### Pin placement, run 1

Pins as bars across the die edge, other pins in grey.
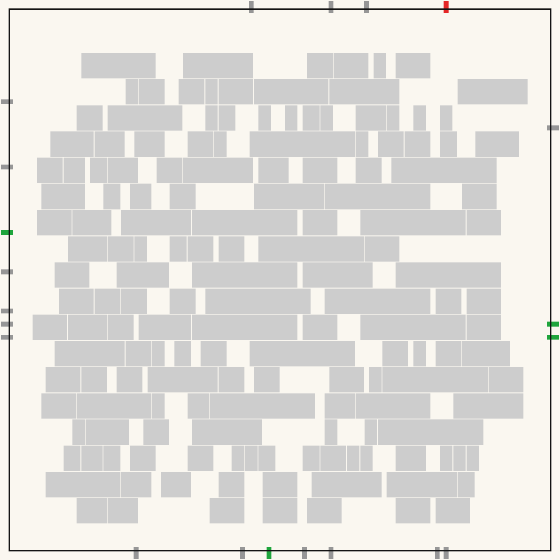
### Clock distribution, run 1

Bar = 20 um.
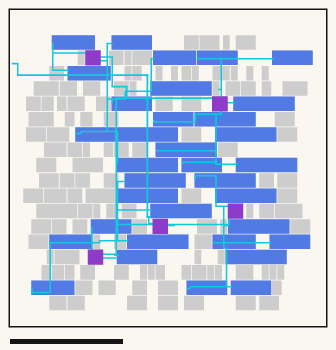
### Cell outlines without signal wires, run 1

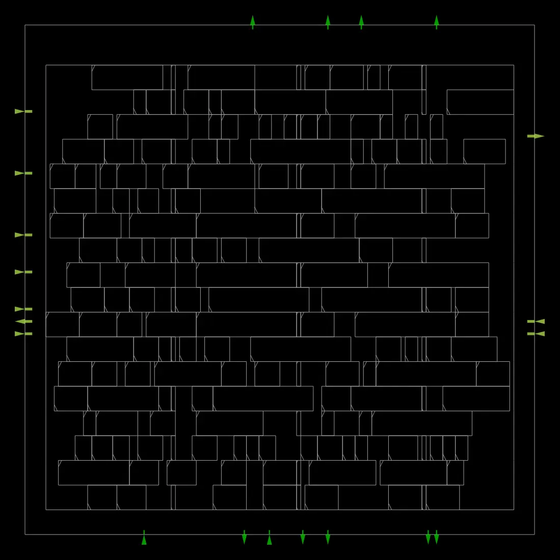
[config.mk]
export PLATFORM = sky130hd
export DESIGN_NAME = four_bit_1x2_demux_buffered
export DESIGN_NICKNAME = d
export VERILOG_FILES = /design/src/rtl/four_bit_1x2_demux_buffered_pkg.sv /design/src/rtl/four_bit_1x2_demux_buffered_channel_fifo.sv /design/src/rtl/four_bit_1x2_demux_buffered.sv
export SDC_FILE = /design/constraint.sdc
export NUM_CORES = 1
export LEC_CHECK = 0
export ABC_AREA = 0
export CORE_MARGIN = 2
export CORE_UTILIZATION = 52
export DETAILED_ROUTE_END_ITERATION = 8
export PLACE_DENSITY_LB_ADDON = 0.1
export SLEW_MARGIN = 20
export SYNTH_ARGS = -nofsm -noshare
export SYNTH_HDL_FRONTEND = slang
export SYNTH_SLANG_ARGS = --single-unit
[constraint.sdc]
create_clock -name Clock -period 2.3 [get_ports Clock]
set_clock_uncertainty 0.15 [all_clocks]
set_input_delay 0.46 -clock Clock [delete_from_list [all_inputs] [get_ports Clock]]
set_output_delay 0.46 -clock Clock [all_outputs]
set_load 0.005 [all_outputs]
[src/rtl/four_bit_1x2_demux_buffered_pkg.sv]
// Shared defaults, channel indices and sizing helpers for the buffered 1x2 demux.
package four_bit_demux_pkg;
  localparam int DEF_WIDTH = 4;
  localparam int DEF_DEPTH = 2;
  localparam int CH_0 = 0;
  localparam int CH_1 = 1;
  localparam int CNT_W = 8;

  // Pointer width is log2(DEPTH); clamp to 1 so a degenerate depth still elaborates.
  function automatic int ptr_width(input int depth);
    return (depth > 1) ? $clog2(depth) : 1;
  endfunction
endpackage

[src/rtl/four_bit_1x2_demux_buffered_channel_fifo.sv]
// Per-channel FIFO: pushed word visible at head the next cycle, no fall-through.
// Latency 1 cycle push-to-head; push while full is only taken together with a pop.
// Head holds the last popped word (0 after reset) while the FIFO is empty.
module demux_channel_fifo
  import four_bit_demux_pkg::*;
#(
  parameter int WIDTH = DEF_WIDTH,
  parameter int DEPTH = DEF_DEPTH
) (
  input  logic             Clock,
  input  logic             Reset,
  input  logic             push,
  input  logic [WIDTH-1:0] push_data,
  input  logic             pop,
  output logic             full,
  output logic             empty,
  output logic [WIDTH-1:0] head_data
);
  localparam int PTR_W = ptr_width(DEPTH);
  localparam int CNT_BITS = $clog2(DEPTH + 1);
  typedef logic [PTR_W-1:0] ptr_t;
  typedef logic [CNT_BITS-1:0] cnt_t;

  logic [WIDTH-1:0] mem [DEPTH];
  logic [WIDTH-1:0] last_q;
  ptr_t rd_ptr, wr_ptr;
  cnt_t count;
  logic pop_ok, push_ok;

  assign full    = (count == cnt_t'(DEPTH));
  assign empty   = (count == '0);
  assign pop_ok  = pop & ~empty;
  assign push_ok = push & (~full | pop_ok);
  assign head_data = empty ? last_q : mem[rd_ptr];

  // Storage is not reset: occupancy is tracked by count, so stale entries are never seen.
  always_ff @(posedge Clock) begin
    if (!Reset && push_ok) mem[wr_ptr] <= push_data;
  end

  always_ff @(posedge Clock) begin
    if (Reset) begin
      rd_ptr <= '0;
      wr_ptr <= '0;
      count  <= '0;
      last_q <= '0;
    end else begin
      if (push_ok) wr_ptr <= wr_ptr + ptr_t'(1);
      if (pop_ok) begin
        rd_ptr <= rd_ptr + ptr_t'(1);
        last_q <= mem[rd_ptr];
      end
      case ({push_ok, pop_ok})
        2'b10:   count <= count + cnt_t'(1);
        2'b01:   count <= count - cnt_t'(1);
        default: count <= count;
      endcase
    end
  end
endmodule

[src/rtl/four_bit_1x2_demux_buffered.sv]
// Registered 1-to-2 demux steering each accepted word into a per-channel FIFO by Select.
// Latency 1 cycle accept-to-output; In_Ready depends only on the selected channel (full but popping counts as ready).
// Optional macro DEMUX_XFER_COUNT_EN adds 8-bit per-channel pop counters Count_1/Count_0.
module four_bit_1x2_demux_buffered
  import four_bit_demux_pkg::*;
#(
  parameter int WIDTH = DEF_WIDTH,
  parameter int DEPTH = DEF_DEPTH
) (
  input  logic             Clock,
  input  logic             Reset,
  input  logic [WIDTH-1:0] In,
  input  logic             In_Valid,
  input  logic             Select,
  output logic             In_Ready,
  output logic [WIDTH-1:0] Out_1,
  output logic             Out_1_Valid,
  input  logic             Out_1_Ready,
  output logic [WIDTH-1:0] Out_0,
  output logic             Out_0_Valid,
  input  logic             Out_0_Ready
`ifdef DEMUX_XFER_COUNT_EN
  ,
  output logic [CNT_W-1:0] Count_1,
  output logic [CNT_W-1:0] Count_0
`endif
);
  logic [1:0]       push, pop, full, empty;
  logic [WIDTH-1:0] head [2];
  logic             accept;

  assign pop[CH_1] = ~empty[CH_1] & Out_1_Ready;
  assign pop[CH_0] = ~empty[CH_0] & Out_0_Ready;

  // A full channel that drains this cycle frees the slot the incoming word needs.
  assign In_Ready = Select ? (~full[CH_1] | pop[CH_1]) : (~full[CH_0] | pop[CH_0]);
  assign accept   = In_Valid & In_Ready;

  assign push[CH_1] = accept & Select;
  assign push[CH_0] = accept & ~Select;

  for (genvar ch = 0; ch < 2; ch++) begin : g_ch
    demux_channel_fifo #(.WIDTH(WIDTH), .DEPTH(DEPTH)) u_fifo (
      .Clock     (Clock),
      .Reset     (Reset),
      .push      (push[ch]),
      .push_data (In),
      .pop       (pop[ch]),
      .full      (full[ch]),
      .empty     (empty[ch]),
      .head_data (head[ch])
    );
  end

  assign Out_1       = head[CH_1];
  assign Out_1_Valid = ~empty[CH_1];
  assign Out_0       = head[CH_0];
  assign Out_0_Valid = ~empty[CH_0];

`ifdef DEMUX_XFER_COUNT_EN
  always_ff @(posedge Clock) begin
    if (Reset) begin
      Count_1 <= '0;
      Count_0 <= '0;
    end else begin
      if (pop[CH_1]) Count_1 <= Count_1 + CNT_W'(1);
      if (pop[CH_0]) Count_0 <= Count_0 + CNT_W'(1);
    end
  end
`endif
endmodule

==> flow_summary_export.csv, run 1 <==
group,metric,value,unit
power,power.static_leakage,0.6718,nW
floorplan,fp.coreArea,0.002522,sq mm
floorplan,fp-row-count,18,
worst_setup_path,worst-setup-path-type,"reg2out",
global_routing,grt_max_degree,13,
final_layout,final_nets,167,
clocking,cts.sinks,34,
synthesis,synthesis_warning_total,0,
final_layout,inverters,0,
final_layout,lay_top_count,"nor2_1",
final_layout,lay_top_cells,"24 x nor2_1, 16 x edfxtp_1, 16 x clkdlybuf4s50_1",
global_routing,grt.total_usage,16.94,%
sta,finalWorstPathRequiredPeriod,2.225,ns
worst_setup_path,critical_path_arrival,1.61,ns
detailed_routing,maxUsedRoutingLayer,"met4",
final_layout,num-multi-input-gates,79,
worst_setup_path,r2r_slack,0.38,ns
final_layout,final-seq-area,848.3,sq um
synthesis,ys_area,0.001411,sq mm
final_layout,flow.area_growth_from_synthesis,28.01,%
power,leading_power_group,"combinational cells",
global_routing,grtUsageMet3,6.744,%
detailed_routing,met3RoutedLength,118,um
synthesis,synth_top_cell_by_area,"edfxtp_1",
status,outcome,"finished clean",
synthesis,synth_nets,133,
detailed_routing,wl_met2,1249,um
global_routing,grt_use_met1,20.09,%
synthesis,post_synth_inst_count,121,
clocking,cts_setup_buffers,2,
worst_setup_path,type_of_element_launching_the_critical_path,"register",
power,p_per_area,1138,mW/mm^2
global_routing,use_met2,26.22,%
sta,report.final.setup_viol,0,
-- 'Pin placement' (at the start) --
[In] green | pins: 4 | direction: input | edge: 2 right, 1 left, 1 bottom
[Out_1_Valid] red | pins: 1 | direction: output | edge: top
all pins by edge: 7 left, 7 bottom, 4 top, 3 right
die boundary width: 56.10 um
Die Y: 56.10 um
Buffers on Ports: 20

-- 'Clock distribution' (at the start) --
[flip-flops] blue | count: 34
[cells driving clock nets] purple | count: 5
[clock wires] cyan | length: 376 um
routed clock nets: 6
Clock Power Share: 14.5%
clk ins delay skew pair: 0.33 ns
total clock network power: 298 uW

-- 'Cell outlines without signal wires' (at the start) --
well-tap cell count: 30
flip-flops: 34
final standard cell count with taps included and fillers excluded: 186
fraction of area in registers: 46.95%
core utilization of the finished layout: 71.63%

run 1: kinds of logic after synthesis:
group | synth area share (%)
and+or+nand+nor | 14.36
xor gates and xnor gates | 3.723
AOI/OAI and AO/OA | 9.574
adders and majority gates | 1.773
buffers and inverters | 2.393
DFF | 59.57
muxes | 8.600
run 1: final timing paths:
check,endpoint,start,cells past startpoint
min,g_ch[1].u_fifo.last_q[0],g_ch[1].u_fifo.last_q[0],2
min reg2reg,g_ch[1].u_fifo.last_q[0],g_ch[1].u_fifo.last_q[0],2
max,Out_1[2],g_ch[1].u_fifo.count[1],3
max reg2reg,g_ch[1].u_fifo.count[1],g_ch[1].u_fifo.count[1],6
run 1: critical path, cell delays in order (launching register included):
cell,delay [ns]
dfxtp_2,0.35
or2_4,0.29
a21oi_1,0.13
clkdlybuf4s50_1,0.52
==> inputs of run 2 (changes only) <==
--- a/config.mk
+++ b/config.mk
@@ -9,7 +9,7 @@
 export CORE_MARGIN = 2
 export CORE_UTILIZATION = 52
 export DETAILED_ROUTE_END_ITERATION = 8
-export PLACE_DENSITY_LB_ADDON = 0.1
+export PLACE_DENSITY = 0.77
 export SLEW_MARGIN = 20
 export SYNTH_ARGS = -nofsm -noshare
 export SYNTH_HDL_FRONTEND = slang
==> flow_summary_export.csv, run 2 <==
group,metric,value,unit
final_layout,lay_top_count,"nor2_1",
worst_setup_path,worstPathCellList,"clkdlybuf4s50_1 > or3b_1 > mux2_2 > buf_2",
synthesis,synth.area.mux_share,8.599,%
worst_setup_path,type_of_element_launching_the_critical_path,"input port",
global_routing,grt.total_usage,18.69,%
worst_setup_path,r2r_slack,0.35,ns
synthesis,ys_sh_simple,14.36,%
worst_setup_path,r2r_end,"g_ch[0].u_fifo.mem[1][0]",
worst_setup_path,cpPeakStageDelay,0.41,ns
place,buffers_on_ports,20,
synthesis,ys_area,0.001411,sq mm
clocking,cts_setup_buffers,1,
worst_setup_path,critical_path_arrival,1.65,ns
worst_hold_path,min_from,"g_ch[1].u_fifo.count[1]",
power,leading_power_group,"combinational cells",
power,power.static_leakage,0.7351,nW
synthesis,post_synth_inst_count,121,
clocking,cts.sinks,34,
floorplan,fp-row-count,18,
synthesis,synthesis_warning_total,0,
synthesis,synth_nets,133,
power,clock_net_power,313,uW
clocking,clk_latency,0.35,ns
synthesis,synth-xor-area-share,3.723,%
status,outcome,"finished clean",
final_layout,flow.area_growth_from_synthesis,27.75,%
power,p_per_area,1147,mW/mm^2
synthesis,yosys-dominant-comb-family,"simple AND/OR/NAND/NOR gates",
worst_setup_path,crit_path_end,"In_Ready",
worst_setup_path,worst-r2r-cell-count,5,
power,clkPwrFrac,15.2,%
global_routing,grt_max_degree,24,
floorplan,die_x,56.10,um
synthesis,synthAoiAreaFrac,9.574,%
floorplan,dieHeight,56.10,um
final_layout,final_cells,183,
worst_setup_path,worst_r2r_startpoint,"g_ch[0].u_fifo.count[1]",
final_layout,final_nets,164,
## run 2: cell counts after synthesis
Identical to the previous run, type by type.
## run 2: area by class of cell
class | count | area, sq um
Sequential cell | 34 | 848.3
Fill cell | 190 | 719.4
Multi-Input combinational cell | 79 | 564.3
Timing Repair Buffer | 32 | 301.5
Clock buffer | 6 | 41.29
Tap cell | 30 | 37.54
Clock inverter | 2 | 10.01
## run 2: layer usage
metal,vias to the layer above,wire length (um),global-route usage [%]
met5,-,0,0
met1,470,1115,22.12
met4,0,37,7.143
met3,3,137,7.442
met2,24,1378,30.42
li1,488,-,-
## run 2: worst max-delay path, delay by kind of cell
kind / cells / cell delay (ns)
buf+inv: 2 / 0.53
mux: 1 / 0.26
simple gates: 1 / 0.39
### Placement density heat map, run 2

The die is cut into 11 by 11 equal tiles; white is low, dark blue is high, 0 to 100% covered.
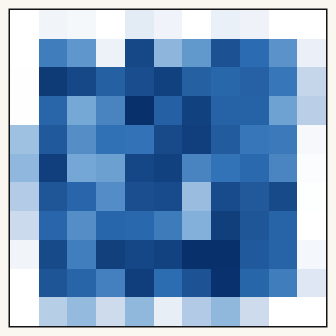
emptiest ninth of the die: top left
densest ninth of the die: middle
fullest tile: 100%
core utilization of the finished layout: 71.48%
core outline area: 0.002522 sq mm
initial standard-cell utilization of the core: 55.95%

### Clock distribution, run 2

Bar = 20 um.
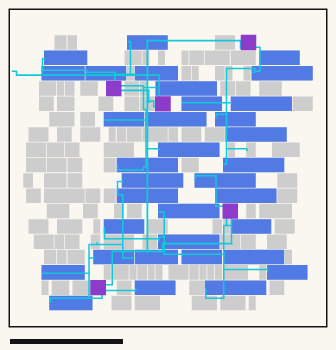

==> inputs of run 3 (changes only) <==
--- a/config.mk
+++ b/config.mk
@@ -6,7 +6,6 @@
 export NUM_CORES = 1
 export LEC_CHECK = 0
 export ABC_AREA = 0
-export CORE_MARGIN = 2
 export CORE_UTILIZATION = 52
 export DETAILED_ROUTE_END_ITERATION = 8
 export PLACE_DENSITY = 0.77
### Clock distribution, run 3

Bar = 20 um.
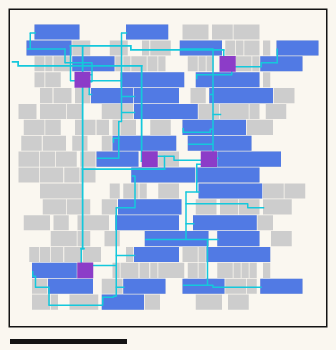
[cells driving clock nets] purple | count: 5
[clock wires] cyan | length: 382 um
[flip-flops] blue | count: 34
routed clock nets: 6
total clock network power: 398 uW
Clock Power Share: 18.8%

==> flow_summary_export.csv, run 3 <==
group,metric,value,unit
global_routing,peak_usage_layer_in_the_global_routing_report,"met2",
clocking,cts.sinks,34,
worst_hold_path,min_from,"g_ch[1].u_fifo.count[1]",
worst_setup_path,number_of_logic_stages_on_the_critical_path_including_buffering,3,
final_layout,fin_util,72.02,%
synthesis,ys_sh_simple,14.36,%
floorplan,fp-row-count,18,
final_layout,final_nets,164,
floorplan,fp-utilization,55.95,%
floorplan,fp.coreArea,0.002522,sq mm
worst_setup_path,worstPathCellList,"or2_4 > a21oi_1 > clkdlybuf4s50_1",
synthesis,post_synth_inst_count,121,
power,p_per_area,1164,mW/mm^2
status,outcome,"finished clean",
worst_setup_path,worst_r2r_startpoint,"g_ch[0].u_fifo.count[1]",
worst_setup_path,r2r_end,"g_ch[0].u_fifo.mem[1][0]",
global_routing,grt_max_degree,18,
worst_setup_path,crit_buf_inv,1,
synthesis,synth-xor-area-share,3.723,%
final_layout,lay_top_count,"nor2_1",
power,power.static_leakage,0.7267,nW
synthesis,ys_area,0.001411,sq mm
clocking,cts_setup_buffers,1,
worst_setup_path,critical_path_arrival,1.62,ns
global_routing,grt_use_met1,24.41,%
global_routing,grtUsageMet3,8.475,%
## run 3: tightest hold or removal path: stages, from the launching register on
cell and delay, ns:
dfxtp_2 0.35, o21ai_0 0.07, a21oi_1 0.06
## run 3: routing by layer
layer	part of all wire [%]	vias to the layer above	wire length [um]
met5	0	-	0
met4	2.1	0	51
met3	3.9	5	94
met2	49	14	1171
met1	45	446	1082
li1	-	489	-
## run 3: layout make-up
class / count / area [sq um]
Clock buffer: 8 / 78.83
Fill cell: 175 / 705.7
Multi-Input combinational cell: 79 / 548.0
Sequential cell: 34 / 848.3
Tap cell: 30 / 37.54
Timing Repair Buffer: 32 / 304.0
No activity file was given, so power comes from the tool's default toggle rates.
